===== src/rtl/pipe_ctrl_n.sv =====
// rtl/pipe_ctrl_n.sv - parametrised pipeline stall/flush controller with deferred exception flush
//
// Purpose: drives the per-stage stall vector, the flush strobe and the PC
// redirect for an NSTAGE-deep pipeline. An exception that commits while the
// external bus is stalling the core is held pending until the bus releases.
// Saturating counters report stall cycles and flush events.
//
// Ports:
//   clk             clock
//   rst             synchronous active-high reset
//   stallreq        per-stage stall request, bit k from stage k (0 = IF)
//   stallreq_bus    external bus stall, freezes the whole pipe
//   except_en       exception/trap commit pulse
//   except_pc       trap target, valid with except_en
//   cnt_clr         synchronous clear of both performance counters
//   stall           bit 0 = PC hold, bit i+1 = hold of stage-i output register
//   flush           kill all in-flight stage registers
//   redirect_valid  load PC from redirect_pc (first flush cycle only)
//   redirect_pc     redirect target, holds last value otherwise
//   busy_pend       exception flush waiting behind a bus stall
//   stall_cnt       cycles with any stall bit set (saturating)
//   flush_cnt       flush events (saturating)

module pipe_ctrl_n #(
    parameter int NSTAGE    = 5,
    parameter int FLUSH_CYC = 1,
    parameter int PC_W      = 64,
    parameter int CNT_W     = 32
) (
    input  logic              clk,
    input  logic              rst,
    input  logic [NSTAGE-1:0] stallreq,
    input  logic              stallreq_bus,
    input  logic              except_en,
    input  logic [PC_W-1:0]   except_pc,
    input  logic              cnt_clr,
    output logic [NSTAGE:0]   stall,
    output logic              flush,
    output logic              redirect_valid,
    output logic [PC_W-1:0]   redirect_pc,
    output logic              busy_pend,
    output logic [CNT_W-1:0]  stall_cnt,
    output logic [CNT_W-1:0]  flush_cnt
);

    localparam logic [1:0] S_RUN   = 2'd0;
    localparam logic [1:0] S_PEND  = 2'd1;
    localparam logic [1:0] S_FLUSH = 2'd2;

    localparam int             FC_W    = (FLUSH_CYC > 1) ? $clog2(FLUSH_CYC) : 1;
    localparam logic [FC_W-1:0] FC_LOAD = FC_W'(FLUSH_CYC - 1);
    localparam logic [1:0]     S_AFTER = (FLUSH_CYC > 1) ? S_FLUSH : S_RUN;

    logic [1:0]      r_state;
    logic [FC_W-1:0] r_fcnt;
    logic [PC_W-1:0] r_pc_latch;
    logic [PC_W-1:0] r_redirect_pc;
    logic [CNT_W-1:0] r_stall_cnt;
    logic [CNT_W-1:0] r_flush_cnt;

    logic [NSTAGE:0] w_req_mask;
    logic            w_acc;
    logic [1:0]      w_next_state;
    logic [FC_W-1:0] w_fcnt_next;
    logic [NSTAGE:0] w_stall;
    logic            w_flush;
    logic            w_redirect;
    logic [PC_W-1:0] w_target;
    logic            w_latch;

    // Thermometer mask: every bit at or below (highest requesting stage + 1)
    // is set, so a stalled stage also holds everything upstream of it.
    always_comb begin
        w_acc      = 1'b0;
        w_req_mask = '0;
        for (int j = NSTAGE; j >= 1; j--) begin
            w_acc         = w_acc | stallreq[j-1];
            w_req_mask[j] = w_acc;
        end
        w_req_mask[0] = w_acc;
    end

    always_comb begin
        w_next_state = r_state;
        w_fcnt_next  = r_fcnt;
        w_stall      = '0;
        w_flush      = 1'b0;
        w_redirect   = 1'b0;
        w_target     = r_pc_latch;
        w_latch      = 1'b0;
        case (r_state)
            S_RUN: begin
                if (except_en && !stallreq_bus) begin
                    w_flush      = 1'b1;
                    w_redirect   = 1'b1;
                    w_target     = except_pc;
                    w_next_state = S_AFTER;
                    w_fcnt_next  = FC_LOAD;
                end else if (except_en) begin
                    // Bus owns the core: remember the target, flush later.
                    w_latch      = 1'b1;
                    w_stall      = '1;
                    w_next_state = S_PEND;
                end else if (stallreq_bus) begin
                    w_stall = '1;
                end else begin
                    w_stall = w_req_mask;
                end
            end
            S_PEND: begin
                if (!stallreq_bus) begin
                    w_flush      = 1'b1;
                    w_redirect   = 1'b1;
                    w_target     = r_pc_latch;
                    w_next_state = S_AFTER;
                    w_fcnt_next  = FC_LOAD;
                end else begin
                    w_stall = '1;
                end
            end
            S_FLUSH: begin
                // Fixed-length window; neither bus stall nor new traps extend it.
                w_flush     = 1'b1;
                w_fcnt_next = r_fcnt - FC_W'(1);
                if (r_fcnt == FC_W'(1)) begin
                    w_next_state = S_RUN;
                end
            end
            default: begin
                w_next_state = S_RUN;
            end
        endcase
    end

    always_ff @(posedge clk) begin
        if (rst) begin
            r_state       <= S_RUN;
            r_fcnt        <= '0;
            r_pc_latch    <= '0;
            r_redirect_pc <= '0;
            r_stall_cnt   <= '0;
            r_flush_cnt   <= '0;
        end else begin
            r_state <= w_next_state;
            r_fcnt  <= w_fcnt_next;
            if (w_latch) begin
                r_pc_latch <= except_pc;
            end
            if (w_redirect) begin
                r_redirect_pc <= w_target;
            end
            if (cnt_clr) begin
                r_stall_cnt <= '0;
            end else if ((|w_stall) && (r_stall_cnt != '1)) begin
                r_stall_cnt <= r_stall_cnt + CNT_W'(1);
            end
            if (cnt_clr) begin
                r_flush_cnt <= '0;
            end else if (w_redirect && (r_flush_cnt != '1)) begin
                r_flush_cnt <= r_flush_cnt + CNT_W'(1);
            end
        end
    end

    assign stall          = w_stall;
    assign flush          = w_flush;
    assign redirect_valid = w_redirect;
    assign redirect_pc    = w_redirect ? w_target : r_redirect_pc;
    assign busy_pend      = (r_state == S_PEND);
    assign stall_cnt      = r_stall_cnt;
    assign flush_cnt      = r_flush_cnt;

endmodule


===== config.mk =====
export PLATFORM = sky130hd
export DESIGN_NAME = pipe_ctrl_n
export DESIGN_NICKNAME = d
export VERILOG_FILES = /design/src/rtl/pipe_ctrl_n.sv
export SDC_FILE = /design/constraint.sdc
export NUM_CORES = 1
export LEC_CHECK = 0
export CAP_MARGIN = 5
export CORE_AREA = 4 4 116 201
export DETAILED_ROUTE_END_ITERATION = 10
export DIE_AREA = 0 0 120 205
export PLACE_DENSITY = 0.75
export SYNTH_ARGS = -nofsm -noshare
export SYNTH_HDL_FRONTEND = slang
export SYNTH_SLANG_ARGS = --single-unit
export TNS_END_PERCENT = 30

===== constraint.sdc =====
create_clock -name clk -period 6.8 [get_ports clk]
set_input_delay 1.36 -clock clk [delete_from_list [all_inputs] [get_ports clk]]
set_output_delay 1.36 -clock clk [all_outputs]
set_load 0.005 [all_outputs]

### Placed standard cells, run 1

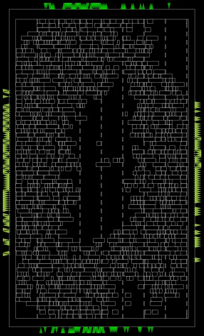
standard-cell rows: 71
post-route core utilization: 53.0%
sequential fraction of total cell area: 33.8%
filler instances: 2,015
Final Non-Filler Cells: 1,528

### Wires at chosen ports, followed through buffers, run 1

The bar under the picture is 20 µm long.
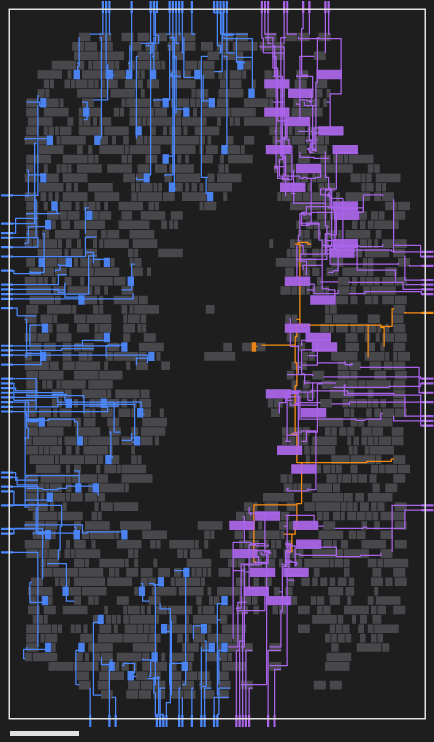
[redirect_valid] orange | bits: 1 | direction: output | end cells: 1 | buffers: 2 | wire: 232 µm
[flush_cnt] purple | bits: 32 | direction: output | end cells: 32 | buffers: 32 | wire: 2,200 µm
[redirect_pc] blue | bits: 64 | direction: output | end cells: 64 | buffers: 64 | wire: 2,260 µm

### Cell classes on the final placement, run 1

Fill, decap, tap and diode cells in gray.
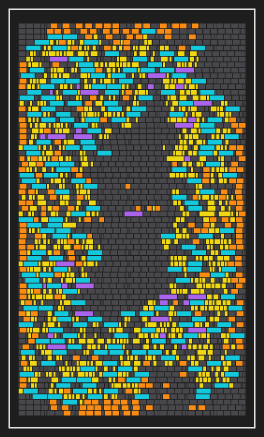
[flip-flops] cyan | cells: 193 | share of their area: 35%
[all other logic] yellow | cells: 787 | share of their area: 40%
[clock drivers and dummy loads] purple | cells: 32 | share of their area: 5.0%
[other buffers and delay cells] orange | cells: 224 | share of their area: 20%

==> flow_summary.yaml, run 1 <==
# synthesis and place-and-route metrics
timing:
  timing.slew.headroom_pct: 18.2
  report.final.setup_viol: 0
  finalWorstPathRequiredPeriod_ns: 5.19
  min_period_over_period_pct: 76.3
  worst_case_clock_skew_ns: 0.00683
finish:
  buffers_excl_clock: 224
  areaGrowthSynthToFinish_pct: 33.2
  layout_top_cell: "nand2_1"
  n_antenna_cell: 0
  area_share_nonclk_buffers_pct: 19.3
synthesis:
  avgSynthCellArea_um2: 8.13
  logic_family: "simple AND/OR/NAND/NOR gates"
  post_synth_mux_area_share_pct: 7.70
  post-synth-top-area-fraction_pct: 45.0
  xor_xnor_share_of_the_synthesized_area_pct: 1.02
  synth_async_sr_flop_share_pct: 0
  yosys.cell_count.top_type: "nand2_1"
  synth_seq_share_pct: 45.0
  syn_area_mm2: 0.00858
  net_count_of_the_mapped_netlist: 1132
  netlist_top_cells_count: "nand2_1 (227), dfxtp_1 (193), a21oi_1 (104), o21ai_0 (95), mux2i_1 (66)"
  post_synth_num_cell_types: 47
routing:
  met1_wirelength_um: 9330
  route.detailed.drc: 0
  postRouteAntennaNets: 0
  wl_per_cell_um: 15.4
  route.final.wire_length_um: 23600
  firstDrtPassIters: 5
  viasPerCell: 5.28
  via_count: 8070
  top_signal_layer_used: "met4"
global_routing:
  grt_use_total_pct: 19.0
  met1_grt_util_pct: 20.6
  grt_overflow_total: 0
  grt_max_degree: 76
  met3_usage_pct: 5.39
  first_global_vias: 7765
clocking:
  insertion_delay_ns: 0.44
  clk_pin_slew_worst_paths_ns: 0.07
  postCtsHoldBufs: 0
  htree_num_levels: 4
  clock-sinks: 193
  postCtsSetupRepairBufs: 0
  quantity_of_gates_resized_following_cts: 0
  clk_path_buf_depth: 2
setup_path:
  critical_path_arrival_ns: 3.83
  cpLargestDelayFamily: "buffers and inverters"
  reg_to_reg_endpoint: "stall_cnt[31]$_SDFFE_PP0P_"
  critical_path.reg2reg.startpoint: "r_state[0]$_SDFFE_PP0P_"
  crit_chain: "clkdlybuf4s50_1 -> nor3b_2 -> buf_4 -> mux2i_1 -> o21ai_0 -> clkdlybuf4s50_1"
  critPathMostFrequentCell: "clkdlybuf4s50_1"
  crit_buf_inv: 3
  max_stage_delay_ns: 0.61
  critical_path_start_end_classification: "input pin to output port"
  timing.critical_path.to: "redirect_pc[11]"
  worstSetupStartpointType: "input pin"
  register_to_register_setup_slack_ns: 4.27
floorplan:
  chip_area_mm2: 0.0246
  initial_utilization_pct: 39.8
  dieWidth_um: 120
power:
  power_combinational_uw: 259
  swShare_pct: 25.8
  finalPower_mw: 2.38
  p_per_area_mw_per_mm2: 209
  peakVddDrop_uv: 168
  p_switching_uw: 615
  p_seq_mw: 1.17
  largestPowerGroup: "sequential cells"
outcome:
  outcome: "complete, no violations"
job:
  tool_warnings: 26
min_path:
  min_delay_worst_endpoint: "r_pc_latch[36]$_SDFFE_PP0P_"
  hold_class: "flip-flop to flip-flop"
place:
  globalplace.congestion: 0.923
  dp_cells: 1495
  place_hpwl_um: 16400
### Cell sizes after repair, run 1

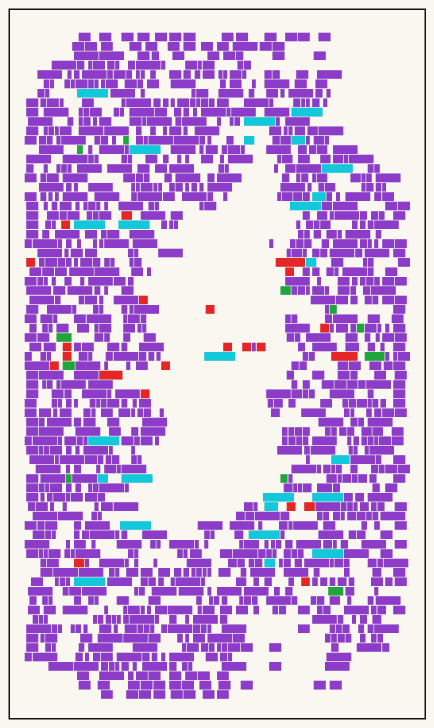

==> inputs of run 2 (changes only) <==
Clock period 6.8 ns to 5.1 ns, I/O delays scaled along.
### Cell sizes after repair, run 2

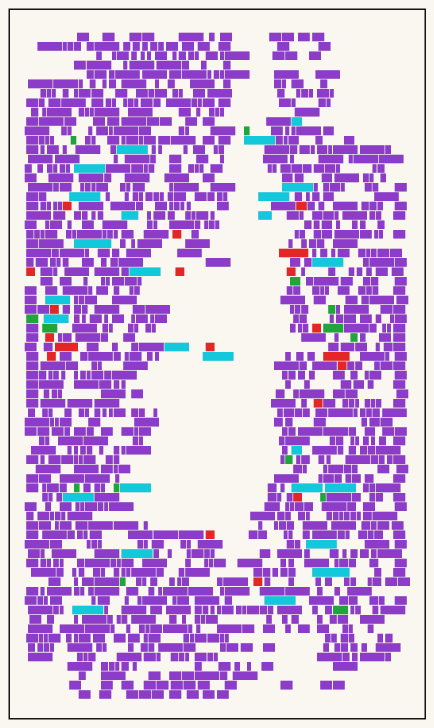
[drive 1 or less] purple | cells: 1,179 | share: 95%
[drive 6 and up] cyan | cells: 26 | share: 2.1%
[drive 2] green | cells: 14 | share: 1.1%
[drive 3 to 4] red | cells: 19 | share: 1.5%

### Placed standard cells, run 2

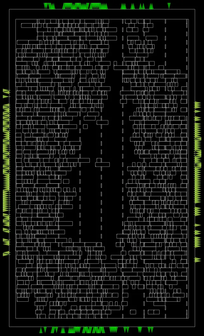
sequential fraction of total cell area: 33.6%
filler instances: 2,013
flip-flop and latch count: 193
Well-Tap Cells: 292
post-route core utilization: 53.3%

==> run 2 against run 1 <==
Against the previous run:
- global-route usage rose by 0.082 points
- final cell count rose by 0.20%
- sequential cell count did not move
- clock-buffer cell count rose by 2
- total power rose by 36%
==> flow_summary.yaml, run 2 <==
# synthesis and place-and-route metrics
outcome:
  outcome: "complete, no violations"
finish:
  area_share_nonclk_buffers_pct: 19.6
  areaGrowthSynthToFinish_pct: 34.1
  layout_top_cell: "nand2_1"
  stdcell_count: 1531
  n_antenna_cell: 1
  clockNetworkAreaShare_pct: 5.02
floorplan:
  dieWidth_um: 120
  initial_utilization_pct: 39.8
  chip_area_mm2: 0.0246
  num_rows: 71
clocking:
  clk_pin_slew_worst_paths_ns: 0.07
  htree_num_levels: 4
  clock-sinks: 193
  clk_path_buf_depth: 2
  postCtsSetupRepairBufs: 0
  quantity_of_gates_resized_following_cts: 0
  postCtsHoldBufs: 0
place:
  globalplace.congestion: 0.943
  io_buffer_count: 210
  place_hpwl_um: 16900
  dp_cells: 1498
timing:
  report.final.setup_viol: 0
  finalWorstPathRequiredPeriod_ns: 4.43
  timing.slew.headroom_pct: 14.4
  min_period_over_period_pct: 86.9
min_path:
  hold_class: "flip-flop to flip-flop"
  min_delay_worst_endpoint: "r_pc_latch[2]$_SDFFE_PP0P_"
synthesis:
  syn_area_mm2: 0.00858
  synth_async_sr_flop_share_pct: 0
  post_synth_mux_area_share_pct: 7.70
  avgSynthCellArea_um2: 8.13
  post_synth_num_cell_types: 47
  xor_xnor_share_of_the_synthesized_area_pct: 1.02
  logic_family: "simple AND/OR/NAND/NOR gates"
  postSynthCellCount: 1056
  netlist_top_cells_count: "nand2_1 (227), dfxtp_1 (193), a21oi_1 (104), o21ai_0 (95), mux2i_1 (66)"
  post-synth-top-area-fraction_pct: 45.0
global_routing:
  grt_overflow_total: 0
  grt_max_degree: 77
  first_global_vias: 7722
  met3_usage_pct: 5.66
  grt_use_total_pct: 19.1
  met1_grt_util_pct: 20.5
setup_path:
  critical_path_arrival_ns: 3.41
  launch_point_of_the_critical_path: "except_en"
  timing.critical_path.to: "stall[2]"
  register_to_register_setup_slack_ns: 2.19
  critical_path_start_end_classification: "input pin to output port"
  crit_buf_inv: 4
  max_stage_delay_ns: 0.62
  critPathMostFrequentCell: "clkdlybuf4s50_1"
  reg_to_reg_endpoint: "stall_cnt[31]$_SDFFE_PP0P_"
  cpLargestDelayFamily: "buffers and inverters"
  critical_path.reg2reg.startpoint: "r_state[0]$_SDFFE_PP0P_"
  crit_chain: "clkdlybuf4s50_1 -> o21bai_4 -> clkinv_1 -> buf_4 -> nor2_1 -> a21o_1 -> clkdlybuf4s50_1"
routing:
  firstDrtPassIters: 5
  wl_per_cell_um: 15.6
  dr_wl_met2_um: 12500
  viasPerCell: 5.21
  route.final.wire_length_um: 23900
  met1_wirelength_um: 9310
  route.detailed.drc: 0
  via_count: 7972
job:
  tool_warnings: 26
power:
  swShare_pct: 24.1
  peakVddDrop_uv: 216
  p_switching_uw: 784
  largestPowerGroup: "sequential cells"
  p_seq_mw: 1.57
  power_combinational_uw: 350
  p_per_area_mw_per_mm2: 282
Power figures rest on the tool's default switching activity, not on a simulated workload.
